`src/rtl/ps2_pkg.sv`:
```
// Shared PS/2 definitions: transmitter FSM states and common command bytes.
package ps2_pkg;

  typedef enum logic [2:0] {
    IDLE,
    INHIBIT,
    RTS,
    XFER,
    ACK,
    WAIT_IDLE,
    DONE,
    FAIL
  } ps2_tx_state_t;

  localparam logic [7:0] CMD_SET_LEDS = 8'hED;
  localparam logic [7:0] CMD_ENABLE   = 8'hF4;
  localparam logic [7:0] CMD_RESET    = 8'hFF;
  localparam logic [7:0] RSP_ACK      = 8'hFA;

  function automatic logic odd_parity(input logic [7:0] d);
    return ~^d;
  endfunction

endpackage

```
`src/rtl/ps2_sync_edge.sv`:
```
// Multi-stage synchroniser for a raw PS/2 line plus a one-cycle falling-edge strobe.
module ps2_sync_edge #(
  parameter int unsigned SYNC_STAGES = 2
) (
  input  logic clk,
  input  logic reset,
  input  logic i_async,
  output logic o_sync,
  output logic o_fe
);

  logic [SYNC_STAGES-1:0] r_sync;
  logic                   r_prev;

  // Idle bus level is high, so reset to 1 to avoid a spurious edge.
  always_ff @(posedge clk) begin
    if (reset) begin
      r_sync <= '1;
      r_prev <= 1'b1;
    end else begin
      r_sync[0] <= i_async;
      for (int unsigned i = 1; i < SYNC_STAGES; i++) r_sync[i] <= r_sync[i-1];
      r_prev <= r_sync[SYNC_STAGES-1];
    end
  end

  assign o_sync = r_sync[SYNC_STAGES-1];
  assign o_fe   = r_prev & ~o_sync;

endmodule

```
`src/rtl/ps2_host_tx.sv`:
```
// Host-to-device PS/2 transmitter: inhibit, request-to-send, clock out one
// byte plus odd parity and stop, then check the device ACK.
module ps2_host_tx
  import ps2_pkg::*;
#(
  parameter int unsigned INHIBIT_CYCLES = 6000,
  parameter int unsigned TIMEOUT_CYCLES = 750000,
  parameter int unsigned SYNC_STAGES    = 2
) (
  input  logic       clk,
  input  logic       reset,
  input  logic [7:0] tx_data,
  input  logic       tx_valid,
  output logic       tx_ready,
  output logic       busy,
  output logic       tx_done,
  output logic       tx_error,
  input  logic       ps2_clk_i,
  input  logic       ps2_dat_i,
  output logic       ps2_clk_low,
  output logic       ps2_dat_low
);

  localparam int unsigned INH_W = $clog2(INHIBIT_CYCLES) + 1;
  localparam int unsigned TO_W  = $clog2(TIMEOUT_CYCLES) + 1;

  ps2_tx_state_t          r_state, w_next;
  logic [INH_W-1:0]       r_inh_cnt;
  logic [TO_W-1:0]        r_to_cnt;
  logic [3:0]             r_bitcnt;
  logic [7:0]             r_shreg;
  logic                   r_par;
  logic                   r_dat_low;
  logic [SYNC_STAGES-1:0] r_dat_sync;
  logic                   w_clk_s, w_fe, w_dat_s;
  logic                   w_timed, w_to_expire, w_inh_last;

  ps2_sync_edge #(.SYNC_STAGES(SYNC_STAGES)) u_clk_sync (
    .clk     (clk),
    .reset   (reset),
    .i_async (ps2_clk_i),
    .o_sync  (w_clk_s),
    .o_fe    (w_fe)
  );

  always_ff @(posedge clk) begin
    if (reset) begin
      r_dat_sync <= '1;
    end else begin
      r_dat_sync[0] <= ps2_dat_i;
      for (int unsigned i = 1; i < SYNC_STAGES; i++) r_dat_sync[i] <= r_dat_sync[i-1];
    end
  end
  assign w_dat_s = r_dat_sync[SYNC_STAGES-1];

  assign w_timed    = (r_state == XFER) || (r_state == ACK) || (r_state == WAIT_IDLE);
  assign w_inh_last = (r_inh_cnt == INH_W'(INHIBIT_CYCLES - 1));
  // Counter is cleared in RTS (the cycle CLK is released); expiring one count
  // early lands the error pulse exactly TIMEOUT_CYCLES after that release.
  assign w_to_expire = (r_to_cnt == TO_W'(TIMEOUT_CYCLES - 2));

  always_ff @(posedge clk) begin
    if (reset) r_state <= IDLE;
    else       r_state <= w_next;
  end

  always_comb begin
    w_next      = r_state;
    tx_ready    = 1'b0;
    tx_done     = 1'b0;
    tx_error    = 1'b0;
    ps2_clk_low = 1'b0;
    ps2_dat_low = 1'b0;
    unique case (r_state)
      IDLE: begin
        tx_ready = 1'b1;
        if (tx_valid) w_next = INHIBIT;
      end
      INHIBIT: begin
        ps2_clk_low = 1'b1;
        if (w_inh_last) w_next = RTS;
      end
      RTS: begin
        ps2_dat_low = 1'b1;
        w_next      = XFER;
      end
      XFER: begin
        ps2_dat_low = r_dat_low;
        if (w_fe && (r_bitcnt == 4'd9)) w_next = ACK;
      end
      ACK: begin
        if (w_fe) w_next = w_dat_s ? FAIL : WAIT_IDLE;
      end
      WAIT_IDLE: begin
        if (w_clk_s && w_dat_s) w_next = DONE;
      end
      DONE: begin
        tx_done = 1'b1;
        w_next  = IDLE;
      end
      FAIL: begin
        tx_error = 1'b1;
        w_next   = IDLE;
      end
      default: w_next = IDLE;
    endcase
    if (w_timed && w_to_expire) w_next = FAIL;
  end

  assign busy = ~tx_ready;

  always_ff @(posedge clk) begin
    if (reset) begin
      r_inh_cnt <= '0;
      r_to_cnt  <= '0;
      r_bitcnt  <= '0;
      r_shreg   <= '0;
      r_par     <= 1'b0;
      r_dat_low <= 1'b0;
    end else begin
      unique case (r_state)
        IDLE: begin
          r_dat_low <= 1'b0;
          if (tx_valid) begin
            r_shreg   <= tx_data;
            r_par     <= odd_parity(tx_data);
            r_inh_cnt <= '0;
          end
        end
        INHIBIT: begin
          if (!w_inh_last) r_inh_cnt <= r_inh_cnt + 1'b1;
        end
        RTS: begin
          r_to_cnt  <= '0;
          r_bitcnt  <= '0;
          r_dat_low <= 1'b1;
        end
        XFER, ACK, WAIT_IDLE: begin
          if (r_to_cnt != TO_W'(TIMEOUT_CYCLES - 1)) r_to_cnt <= r_to_cnt + 1'b1;
          if ((r_state == XFER) && w_fe) begin
            if (r_bitcnt < 4'd8)       r_dat_low <= ~r_shreg[r_bitcnt[2:0]];
            else if (r_bitcnt == 4'd8) r_dat_low <= ~r_par;
            else                       r_dat_low <= 1'b0;
            if (r_bitcnt != 4'hF) r_bitcnt <= r_bitcnt + 1'b1;
          end
        end
        default: r_dat_low <= 1'b0;
      endcase
    end
  end

endmodule

```
`config.mk`:
```
export PLATFORM = sky130hd
export DESIGN_NAME = ps2_host_tx
export DESIGN_NICKNAME = d
export VERILOG_FILES = /design/src/rtl/ps2_pkg.sv /design/src/rtl/ps2_sync_edge.sv /design/src/rtl/ps2_host_tx.sv
export SDC_FILE = /design/constraint.sdc
export NUM_CORES = 1
export LEC_CHECK = 0
export ABC_AREA = 1
export CAP_MARGIN = 25
export CORE_MARGIN = 1.5
export CORE_UTILIZATION = 30
export CTS_BUF_LIST = sky130_fd_sc_hd__clkbuf_16
export DETAILED_ROUTE_END_ITERATION = 7
export GPL_TIMING_DRIVEN = 0
export PLACE_DENSITY = 0.54
export SYNTH_ARGS = -nofsm -noshare
export SYNTH_HDL_FRONTEND = slang
export SYNTH_SLANG_ARGS = --single-unit
```
`constraint.sdc`:
```
create_clock -name clk -period 2.95 [get_ports clk]
set_input_delay 0.59 -clock clk [delete_from_list [all_inputs] [get_ports clk]]
set_output_delay 0.59 -clock clk [all_outputs]
set_load 0.005 [all_outputs]
```
==> README.md, run 1 <==
| Quantity | Value |
|:---|:---|
| Result of the run | completed |
| Library cell used as clock root buffer | sky130_fd_sc_hd__clkbuf_16 |
| Total power after layout | 2.99 mW |
| Buffers plus inverters on the worst setup path | 2 |
| PostCTS Resize Cnt | 0 |
| Comb area leader | simple AND/OR/NAND/NOR gates |
| Chip Footprint | 0.0124 mm² |
| Library cell occupying the most area in the post-synthesis netlist | sky130_fd_sc_hd__dfxtp_1 |
| Kind of start point of the critical path | register |
| Area of the mapped netlist | 0.00351 mm² |
| Worst Setup EP | ps2_dat_low |
| Routing usage on met1 | 0.205 |
| PwrDens | 720 mW/mm² |
| Worst Max-Slew Pin Slew | 0.746 ns |
| Kind of cell adding the most delay to the critical path | buffers and inverters |
| Final number of setup-violating endpoints | 0 |
| Number of nets still failing antenna checks after routing | 0 |
| Logic power comb | 1.07 mW |
| Crit. End Element | output pin |
| Count of distinct cell types in the synthesized netlist | 32 |
| Worst-path cell chain | inv_2, nand3_2, o21ai_0, clkdlybuf4s50_1 |
| # clk buffers | 9 |
| Number of logic inverters in the finished layout | 65 |
| IO Port Bufs | 18 |
| Worst-path cell with the longest stage delay | sky130_fd_sc_hd__clkdlybuf4s50_1 |
| Number of detailed-route iterations in the first pass | 4 |
| Non-clock buffers, area share | 0.0615 |
| Number of antenna violations at the first check in global routing | 0 |
| Synthesized-area fraction occupied by and/or/nand/nor cells | 0.414 |
| Number of DRC markers after the initial detailed-route iteration | 180 |
| Ys flops | 57 |
| Number of cells on the critical path | 4 |
| Headroom to the max-slew limit | 0.503 |
| Global route total overflow | 0 |
| # H-tree levels | 3 |
| Peak clock frequency supported by timing | 421 MHz |
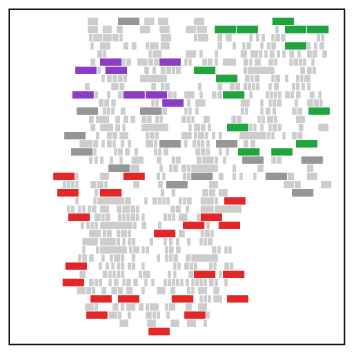
Figure 1: run 1, sequential cells coloured by netlist name.
Scale: 3 px per µm.
green -> r_inh_cnt  # sequential cells 14, where upper right
purple -> r_shreg  # sequential cells 8
red -> r_to_cnt  # sequential cells 21
not coloured = 14
register area: 0.00114 mm²
fraction of area in registers: 0.275

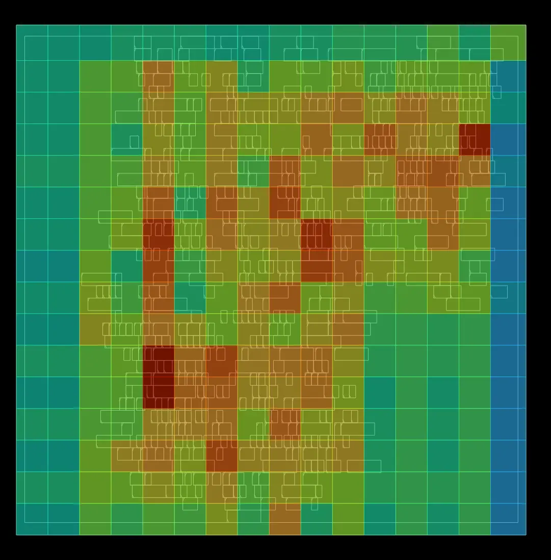
Figure 2: run 1, track usage over the die.
met2 GRT Util: 0.258
met3 routing resource usage after global routing: 0.0339
Routed WL per cell: 12.7 µm

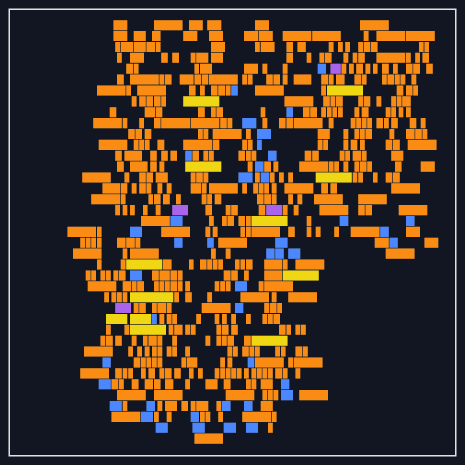
Figure 3: run 1, cell sizes after repair.
Scale: 4 px per µm.
yellow -> x6 and larger  # cells 12, most used clkbuf_16
blue -> x2  # cells 42, most used a21oi_2
orange -> x1 and smaller  # cells 525, most used nand2_1
purple -> x3 and x4  # cells 4, most used nand2_4
post-synthesis to final-layout area growth: 18.1%
final design instance area without fill: 0.00415 mm²
non-clock buffer count: 30

==> run 1 -> run 2 <==
- clock period: 2.95 -> 2.3 ns (I/O delays scaled with it)
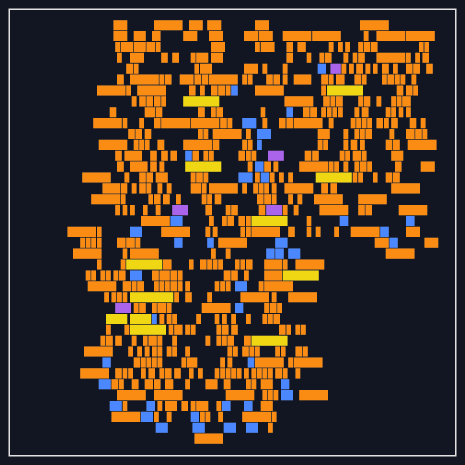
Figure 4: run 2, cell sizes after repair.
Scale: 4 px per µm.
final design instance area without fill: 0.00416 mm²
post-synthesis to final-layout area growth: 18.2%

==> run 2 against run 1 <==
Net effect:
- flip-flop count unchanged
- critical path type unchanged
- sequential power increased by 29%
- register-to-register slack got worse by 0.65 ns
- synthesized cell count unchanged
- via count increased by 0.32%
- power increased by 29%
- cell area increased by 0.12%
==> README.md, run 2 <==
| Quantity | Value |
|:---|:---|
| Result of the run | completed |
| # H-tree levels | 3 |
| Worst setup path startpoint | r_state[2] |
| Logic power comb | 1.38 mW |
| Crit. End Element | output pin |
| Comb area leader | simple AND/OR/NAND/NOR gates |
| Flip-flop count of the largest register, all copies and words added | 21 |
| Met2 GRT Util | 0.258 |
| Number of cells on the critical path | 3 |
| Fraction of area in registers | 0.275 |
| PostCTS Resize Cnt | 0 |
| Number of logic inverters in the finished layout | 65 |
| Last weighted congestion value of the routability-driven placer | 0.855 |
| Count of distinct cell types in the synthesized netlist | 32 |
| Worst-path cell with the longest stage delay | sky130_fd_sc_hd__clkdlybuf4s50_1 |
| Setup TNS | 0 ns |
| Non-clock buffer count | 30 |
| Peak clock frequency supported by timing | 452 MHz |
| Buffers plus inverters on the worst setup path | 2 |
| Kind of cell adding the most delay to the critical path | buffers and inverters |
| Synthesized-area fraction occupied by and/or/nand/nor cells | 0.414 |
| Chip Footprint | 0.0124 mm² |
| First-pass GRT wire length | 16.0 mm |
| Worst Setup EP | tx_done |
| Number of nets still failing antenna checks after routing | 0 |
| Number of detailed-route iterations in the first pass | 4 |
| Worst min-delay path category | register to register |
| Avg Synthesized Cell Area | 6.39 µm² |
| Register area | 0.00114 mm² |
| Data arrival time of the critical path | 1.75 ns |
| Leakage power figure | 1.57 nW |
| Total power after layout | 3.84 mW |
| Number of antenna violations at the first check in global routing | 0 |
| Global route total overflow | 0 |
| Non-clock buffers, area share | 0.0614 |
| Worst-path cell chain | inv_2, nor3_1, clkdlybuf4s50_1 |
| IO Port Bufs | 18 |
| Post-placement cell area | 0.00387 mm² |
| Routing usage on met1 | 0.205 |
| # clk buffers | 9 |
| Area of the mapped netlist | 0.00351 mm² |
| Routed WL per cell | 12.7 µm |
| Worst Max-Slew Pin Slew | 0.742 ns |
| Kind of start point of the critical path | register |
| Library cell occupying the most area in the post-synthesis netlist | sky130_fd_sc_hd__dfxtp_1 |
| Headroom to the max-slew limit | 0.505 |
| Final number of setup-violating endpoints | 0 |
| Library cell used as clock root buffer | sky130_fd_sc_hd__clkbuf_16 |
| Met3 routing resource usage after global routing | 0.0339 |
| PwrDens | 925 mW/mm² |
| Number of DRC markers after the initial detailed-route iteration | 177 |
| HPWL after detailed placement | 6.83 mm |
==> run 2 -> run 3 <==
- ABC_CLOCK_PERIOD_IN_PS: not set -> 2300
- CAP_MARGIN: 25 -> not set
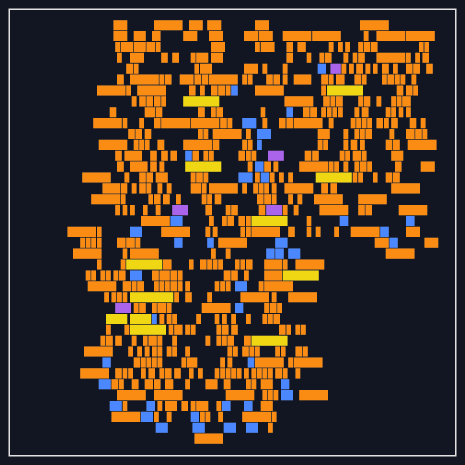
Figure 5: run 3, cell sizes after repair.
Scale: 4 px per µm.
purple -> x3 and x4  # cells 5
orange -> x1 and smaller  # cells 525, most used nand2_1
blue -> x2  # cells 41, most used a21oi_2
yellow -> x6 and larger  # cells 12, most used clkbuf_16
Final WS setup: 0.0889 ns

==> run 3 against run 2 <==
Net effect:
- highest routed layer unchanged
- sequential power about the same
- maximum frequency stayed put
- critical path depth did not move
- clock skew unchanged
==> README.md, run 3 <==
| Quantity | Value |
|:---|:---|
| IO Port Bufs | 18 |
| Share of async-settable or async-resettable flops after synthesis | 0 |
| Total power after layout | 3.84 mW |
| Data arrival time of the critical path | 1.75 ns |
| Y dimension of the die | 111 µm |
| Routing usage on met1 | 0.205 |
| Area of the mapped netlist | 0.00351 mm² |
| Kind of start point of the critical path | register |
| Flip-flop count of the largest register, all copies and words added | 21 |
| Post-synthesis compound-gate area fraction | 0.115 |
| Final design instance area without fill | 0.00416 mm² |
| Fraction of area in registers | 0.275 |
| Result of the run | completed |
| Chip Footprint | 0.0124 mm² |
| Hold wc startpoint | r_dat_sync[0] |
| Library cell used as clock root buffer | sky130_fd_sc_hd__clkbuf_16 |
| Leakage power figure | 1.57 nW |
| Routed WL per cell | 12.7 µm |
| Global route total overflow | 0 |
| FA/HA/MAJ Cells, Area Fraction | 0.0214 |
| Met3 routing resource usage after global routing | 0.0339 |
| Kind of cell adding the most delay to the critical path | buffers and inverters |
| Headroom to the max-slew limit | 0.505 |
| Count of distinct cell types in the synthesized netlist | 32 |
| Post-placement cell area | 0.00387 mm² |
| HPWL after detailed placement | 6.83 mm |
| Worst min-delay path category | register to register |
| Library cell occupying the most area in the post-synthesis netlist | sky130_fd_sc_hd__dfxtp_1 |
| Worst Max-Slew Pin Slew | 0.742 ns |
| # H-tree levels | 3 |
| Avg Synthesized Cell Area | 6.39 µm² |
| First-pass GRT wire length | 16.0 mm |
| Synthesized-area fraction occupied by and/or/nand/nor cells | 0.414 |
| Register area | 0.00114 mm² |
| Sinks on the clock net | 57 |
| Most common library cell in the layout ignoring fill and taps | sky130_fd_sc_hd__nand2_1 |
| Worst-path cell chain | inv_2, nor3_1, clkdlybuf4s50_1 |
| Worst-path cell with the longest stage delay | sky130_fd_sc_hd__clkdlybuf4s50_1 |
| PostCTS Resize Cnt | 0 |
| Non-clock buffers, area share | 0.0614 |
| Last weighted congestion value of the routability-driven placer | 0.855 |
| # clk buffers | 9 |
| Comb area leader | simple AND/OR/NAND/NOR gates |
| Number of DRC markers after the initial detailed-route iteration | 177 |
| PwrDens | 925 mW/mm² |
| Post-synthesis to final-layout area growth | 18.2% |
| Peak clock frequency supported by timing | 452 MHz |
| Number of nets still failing antenna checks after routing | 0 |
| Buffers plus inverters on the worst setup path | 2 |
| Logic power comb | 1.38 mW |
| Crit. End Element | output pin |
| Number of logic inverters in the finished layout | 65 |
| Met2 GRT Util | 0.258 |
| Number of cells on the critical path | 3 |
Power figures rest on the tool's default switching activity, not on a simulated workload.
